## config.mk

```make
export PLATFORM = sky130hd
export DESIGN_NAME = acc_control_unit
export DESIGN_NICKNAME = d
export VERILOG_FILES = /design/src/rtl/acc_cpu_pkg.sv /design/src/rtl/acc_instr_decoder.sv /design/src/rtl/acc_control_unit.sv
export SDC_FILE = /design/constraint.sdc
export NUM_CORES = 1
export LEC_CHECK = 0
export CAP_MARGIN = 10
export CORE_AREA = 3 3 76 78
export DETAILED_ROUTE_END_ITERATION = 16
export DIE_AREA = 0 0 79 81
export PLACE_DENSITY_LB_ADDON = 0.2
export SYNTH_ARGS = -nofsm -noshare
export SYNTH_HDL_FRONTEND = slang
export SYNTH_SLANG_ARGS = --single-unit
```

## constraint.sdc

```tcl
create_clock -name clk -period 5.3 [get_ports clk]
set_input_delay 1.59 -clock clk [delete_from_list [all_inputs] [get_ports clk]]
set_output_delay 1.59 -clock clk [all_outputs]
set_load 0.005 [all_outputs]
```

## src/rtl/acc_cpu_pkg.sv

```systemverilog
// Shared types for the 11-bit accumulator CPU: opcodes, mux/ALU encodings,
// control FSM states and the decoder's result record.
package acc_cpu_pkg;

  localparam int OPC_W   = 5;
  localparam int DATA_W  = 11;
  localparam int INSTR_W = OPC_W + DATA_W;

  typedef enum logic [OPC_W-1:0] {
    OP_HLT  = 5'h00, OP_STO  = 5'h01, OP_LD   = 5'h02, OP_LDI  = 5'h03,
    OP_ADD  = 5'h04, OP_ADDI = 5'h05, OP_SUB  = 5'h06, OP_SUBI = 5'h07,
    OP_AND  = 5'h08, OP_OR   = 5'h09, OP_JMP  = 5'h0A, OP_BEQ  = 5'h0B,
    OP_BNE  = 5'h0C, OP_BLT  = 5'h0D, OP_NOP  = 5'h0E
  } opcode_e;

  localparam logic [1:0] SEL_ALU = 2'b00;
  localparam logic [1:0] SEL_EXT = 2'b01;
  localparam logic [1:0] SEL_MEM = 2'b10;

  typedef enum logic [1:0] {ALU_ADD, ALU_SUB, ALU_AND, ALU_OR} alu_op_e;

  typedef enum logic [2:0] {S_FETCH, S_DECODE, S_EXEC, S_MEM, S_WB, S_HALT} state_e;

  typedef enum logic [2:0] {
    CLS_NOP, CLS_HALT, CLS_MEM, CLS_STO, CLS_LDI, CLS_IMM, CLS_BRANCH, CLS_ILLEGAL
  } op_class_e;

  typedef enum logic [1:0] {BR_ALWAYS, BR_ZERO, BR_NZERO, BR_NEG} br_sel_e;

  typedef struct packed {
    op_class_e cls;
    alu_op_e   alu_op;
    br_sel_e   br_sel;
    logic      ld_mem;   // MEM-class op that loads memory straight into acc
  } dec_t;

endpackage

```

## src/rtl/acc_instr_decoder.sv

```systemverilog
// Combinational opcode classifier: instruction class, ALU operation and
// branch condition select for the control FSM.
module acc_instr_decoder
  import acc_cpu_pkg::*;
(
  input  logic [OPC_W-1:0] opcode,
  output dec_t             dec
);

  always_comb begin
    dec = '{cls: CLS_ILLEGAL, alu_op: ALU_ADD, br_sel: BR_ALWAYS, ld_mem: 1'b0};
    case (opcode)
      OP_HLT:  dec.cls = CLS_HALT;
      OP_STO:  dec.cls = CLS_STO;
      OP_LD:   begin dec.cls = CLS_MEM; dec.ld_mem = 1'b1; end
      OP_LDI:  dec.cls = CLS_LDI;
      OP_ADD:  dec.cls = CLS_MEM;
      OP_ADDI: dec.cls = CLS_IMM;
      OP_SUB:  begin dec.cls = CLS_MEM; dec.alu_op = ALU_SUB; end
      OP_SUBI: begin dec.cls = CLS_IMM; dec.alu_op = ALU_SUB; end
      OP_AND:  begin dec.cls = CLS_MEM; dec.alu_op = ALU_AND; end
      OP_OR:   begin dec.cls = CLS_MEM; dec.alu_op = ALU_OR;  end
      OP_JMP:  dec.cls = CLS_BRANCH;
      OP_BEQ:  begin dec.cls = CLS_BRANCH; dec.br_sel = BR_ZERO;  end
      OP_BNE:  begin dec.cls = CLS_BRANCH; dec.br_sel = BR_NZERO; end
      OP_BLT:  begin dec.cls = CLS_BRANCH; dec.br_sel = BR_NEG;   end
      OP_NOP:  dec.cls = CLS_NOP;
      default: dec.cls = CLS_ILLEGAL;
    endcase
  end

endmodule

```

## src/rtl/acc_control_unit.sv

```systemverilog
// Multi-cycle FETCH/DECODE/EXEC/MEM/WB control for the accumulator datapath.
// Define ACC_CTRL_MEM_WAIT_EN to add a mem_ready handshake on MEM and STO.
module acc_control_unit #(
  parameter int OPC_W  = 5,
  parameter int DATA_W = 11
) (
  input  logic                    clk,
  input  logic                    rst_n,
  input  logic [OPC_W+DATA_W-1:0] instr_in,
  input  logic                    acc_zero,
  input  logic                    acc_neg,
`ifdef ACC_CTRL_MEM_WAIT_EN
  input  logic                    mem_ready,
`endif
  output logic                    instr_rd,
  output logic [DATA_W-1:0]       operand_out,
  output logic [1:0]              sel_A,
  output logic [1:0]              alu_op,
  output logic                    alu_src_imm,
  output logic                    acc_wr,
  output logic                    mem_rd,
  output logic                    mem_wr,
  output logic                    pc_inc,
  output logic                    pc_load,
  output logic                    halted,
  output logic                    illegal
);
  import acc_cpu_pkg::*;

  state_e                  state, state_nx;
  logic [OPC_W+DATA_W-1:0] ir;
  logic                    illegal_q;
  logic                    br_taken;
  logic                    mem_done;
  dec_t                    dec;

  acc_instr_decoder u_dec (
    .opcode (ir[OPC_W+DATA_W-1:DATA_W]),
    .dec    (dec)
  );

  assign operand_out = ir[DATA_W-1:0];

`ifdef ACC_CTRL_MEM_WAIT_EN
  assign mem_done = mem_ready;
`else
  assign mem_done = 1'b1;
`endif

  always_ff @(posedge clk) begin
    if (!rst_n) begin
      state     <= S_FETCH;
      ir        <= '0;
      illegal_q <= 1'b0;
    end else begin
      state <= state_nx;
      if (state == S_FETCH) ir <= instr_in;
      if (state == S_EXEC && dec.cls == CLS_ILLEGAL) illegal_q <= 1'b1;
    end
  end

  always_comb begin
    case (dec.br_sel)
      BR_ZERO:  br_taken = acc_zero;
      BR_NZERO: br_taken = !acc_zero;
      BR_NEG:   br_taken = acc_neg;
      default:  br_taken = 1'b1;
    endcase
  end

  always_comb begin
    state_nx = state;
    case (state)
      S_FETCH:  state_nx = S_DECODE;
      S_DECODE: begin
        if (dec.cls == CLS_HALT)     state_nx = S_HALT;
        else if (dec.cls == CLS_MEM) state_nx = S_MEM;
        else                         state_nx = S_EXEC;
      end
      S_EXEC:   if (dec.cls != CLS_STO || mem_done) state_nx = S_FETCH;
      S_MEM:    if (mem_done) state_nx = S_WB;
      S_WB:     state_nx = S_FETCH;
      S_HALT:   state_nx = S_HALT;
      default:  state_nx = S_FETCH;
    endcase
  end

  // Outputs are forced low while rst_n is low so an aborted instruction
  // cannot write the accumulator, memory or PC in the reset cycle.
  always_comb begin
    instr_rd    = 1'b0;
    sel_A       = SEL_ALU;
    alu_op      = ALU_ADD;
    alu_src_imm = 1'b0;
    acc_wr      = 1'b0;
    mem_rd      = 1'b0;
    mem_wr      = 1'b0;
    pc_inc      = 1'b0;
    pc_load     = 1'b0;
    halted      = 1'b0;
    illegal     = rst_n & illegal_q;
    if (rst_n) begin
      case (state)
        S_FETCH: begin
          instr_rd = 1'b1;
          pc_inc   = 1'b1;
        end
        S_EXEC: begin
          case (dec.cls)
            CLS_STO:    mem_wr = 1'b1;
            CLS_LDI:    begin sel_A = SEL_EXT; acc_wr = 1'b1; end
            CLS_IMM:    begin
              alu_src_imm = 1'b1;
              sel_A       = SEL_ALU;
              alu_op      = dec.alu_op;
              acc_wr      = 1'b1;
            end
            CLS_BRANCH: pc_load = br_taken;
            default:    ;
          endcase
        end
        S_MEM:   mem_rd = 1'b1;
        S_WB: begin
          sel_A  = dec.ld_mem ? SEL_MEM : SEL_ALU;
          alu_op = dec.alu_op;
          acc_wr = 1'b1;
        end
        S_HALT:  halted = 1'b1;
        default: ;
      endcase
    end
  end

endmodule

```

**Met2 routing**

Scale bar: 20 µm.
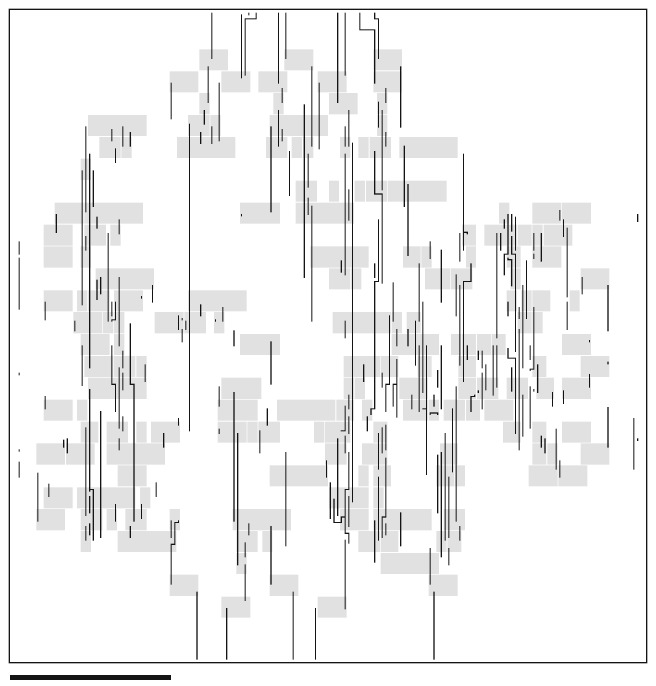
longest straight run: 44.5 µm
nets with wire on the layer: 158
main direction: vertical
share of all routed wire: 43%

**Cells by drive strength**

Scale bar: 20 µm.
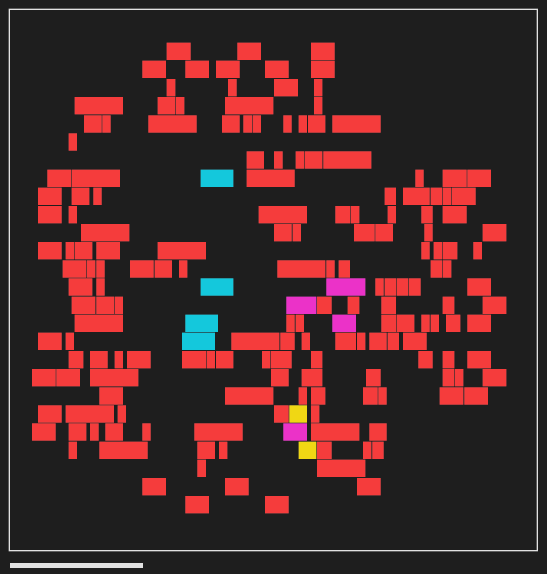
legend:
  cyan:
    size: x6 and larger
    cells: 4
    share: 2.2%
  magenta:
    size: x2
    cells: 4
    share: 2.2%
  yellow:
    size: x3 and x4
    cells: 2
    share: 1.1%
  red:
    size: x1 and smaller
    cells: 173
    share: 95%

**Routing congestion map**

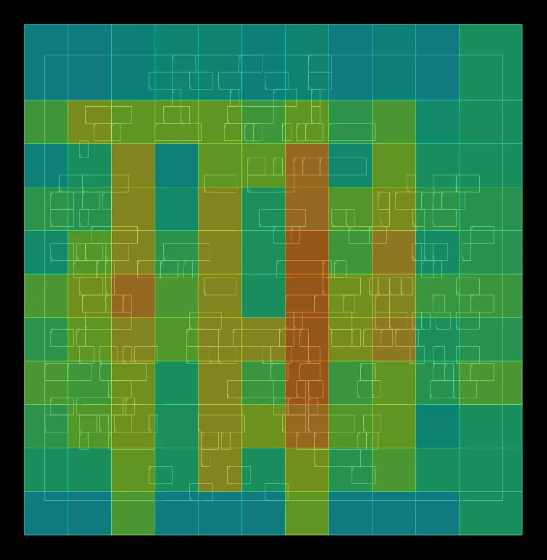
post-layout utilization of the core: 0.315
grt met2 use: 0.148
per-cell routed wire length: 11.8 µm
most used routing layer in global routing: met2
met3 track demand over resource: 0.0355

==> reports/highlights.md <==
## Route
- per-cell via count in the routed design: 4.33
- top layer in use: met4
- total routed wire length on the met1 layer: 1430 µm
- vias after detailed routing: 1095
- DRT Pass-1 Iters: 4
- detailed-route wire length: 2980 µm

## Synthesis
- post-synth area from yosys stat: 0.00117 mm²
- simple-gate area share of the yosys netlist: 0.274
- xor and xnor fraction of the mapped netlist area: 0
- sequential element share of the synthesized area: 0.341
- Yosys top cell area share: 0.341
- ys cells: 157
- Ys Warns: 0
- Post-synth EDFFs: 0
- AND-OR/OR-AND share of the synthesized area: 0.236
- flops & latches, synth: 20
- count of different cell masters after synthesis: 34

## Layout
- most frequent standard cell in the layout excluding fill and tap cells: sky130_fd_sc_hd__clkdlybuf4s50_1
- total of clock buffers placed in the layout: 4
- clock network share of area: 0.0341
- Ant. Diodes: 0
- Layout Area Growth over Synthesis: 37.6%
- most used cells in the layout excluding fill and tap cells: 43 x sky130_fd_sc_hd__clkdlybuf4s50_1, 41 x sky130_fd_sc_hd__nand2_1, 20 x sky130_fd_sc_hd__dfxtp_1
- flip-flop count of the largest register, all copies and words added: 16
- final net count: 204
- buffers outside the clock class: 45

## Worst hold path
- Cells on Worst Hold Path: 2

## Outcome
- status: finished clean

## Job
- # Max-Cap Violations: 0
- tool warning count: 26

## Die
- core outline area: 0.00514 mm²
- count of boundary I/O pins: 44
- number of well-tap cells placed: 70

## Clock tree
- buffers from clock root to sink, at most: 2
- Hold Buf Count CTS: 0
- cell chosen for the clock root: sky130_fd_sc_hd__clkbuf_8

## Pwr
- power share of the clock group: 0.161
- total power density per cell area: 450 mW/mm²
- Top pwr grp: combinational cells
- sequential group power: 266 µW

## Worst setup path
- WP depth: 5
- required time at the endpoint of the critical path: 3710 ps
- CP max FO: 6
- capture point of the worst path: alu_op[0]

## STA
- Least-Margin Pin Slew: 577 ps
- worst hold slack across all endpoints: 459 ps
- Slew headroom: 0.616

## Global routing
- maximum number of pins on one net before global-route repair: 21
- wire length of the first global-routing pass: 4860 µm

## Placement
- HPWL reported at the end of detailed placement: 2110 µm

Power is estimated from default activity; no workload was simulated.
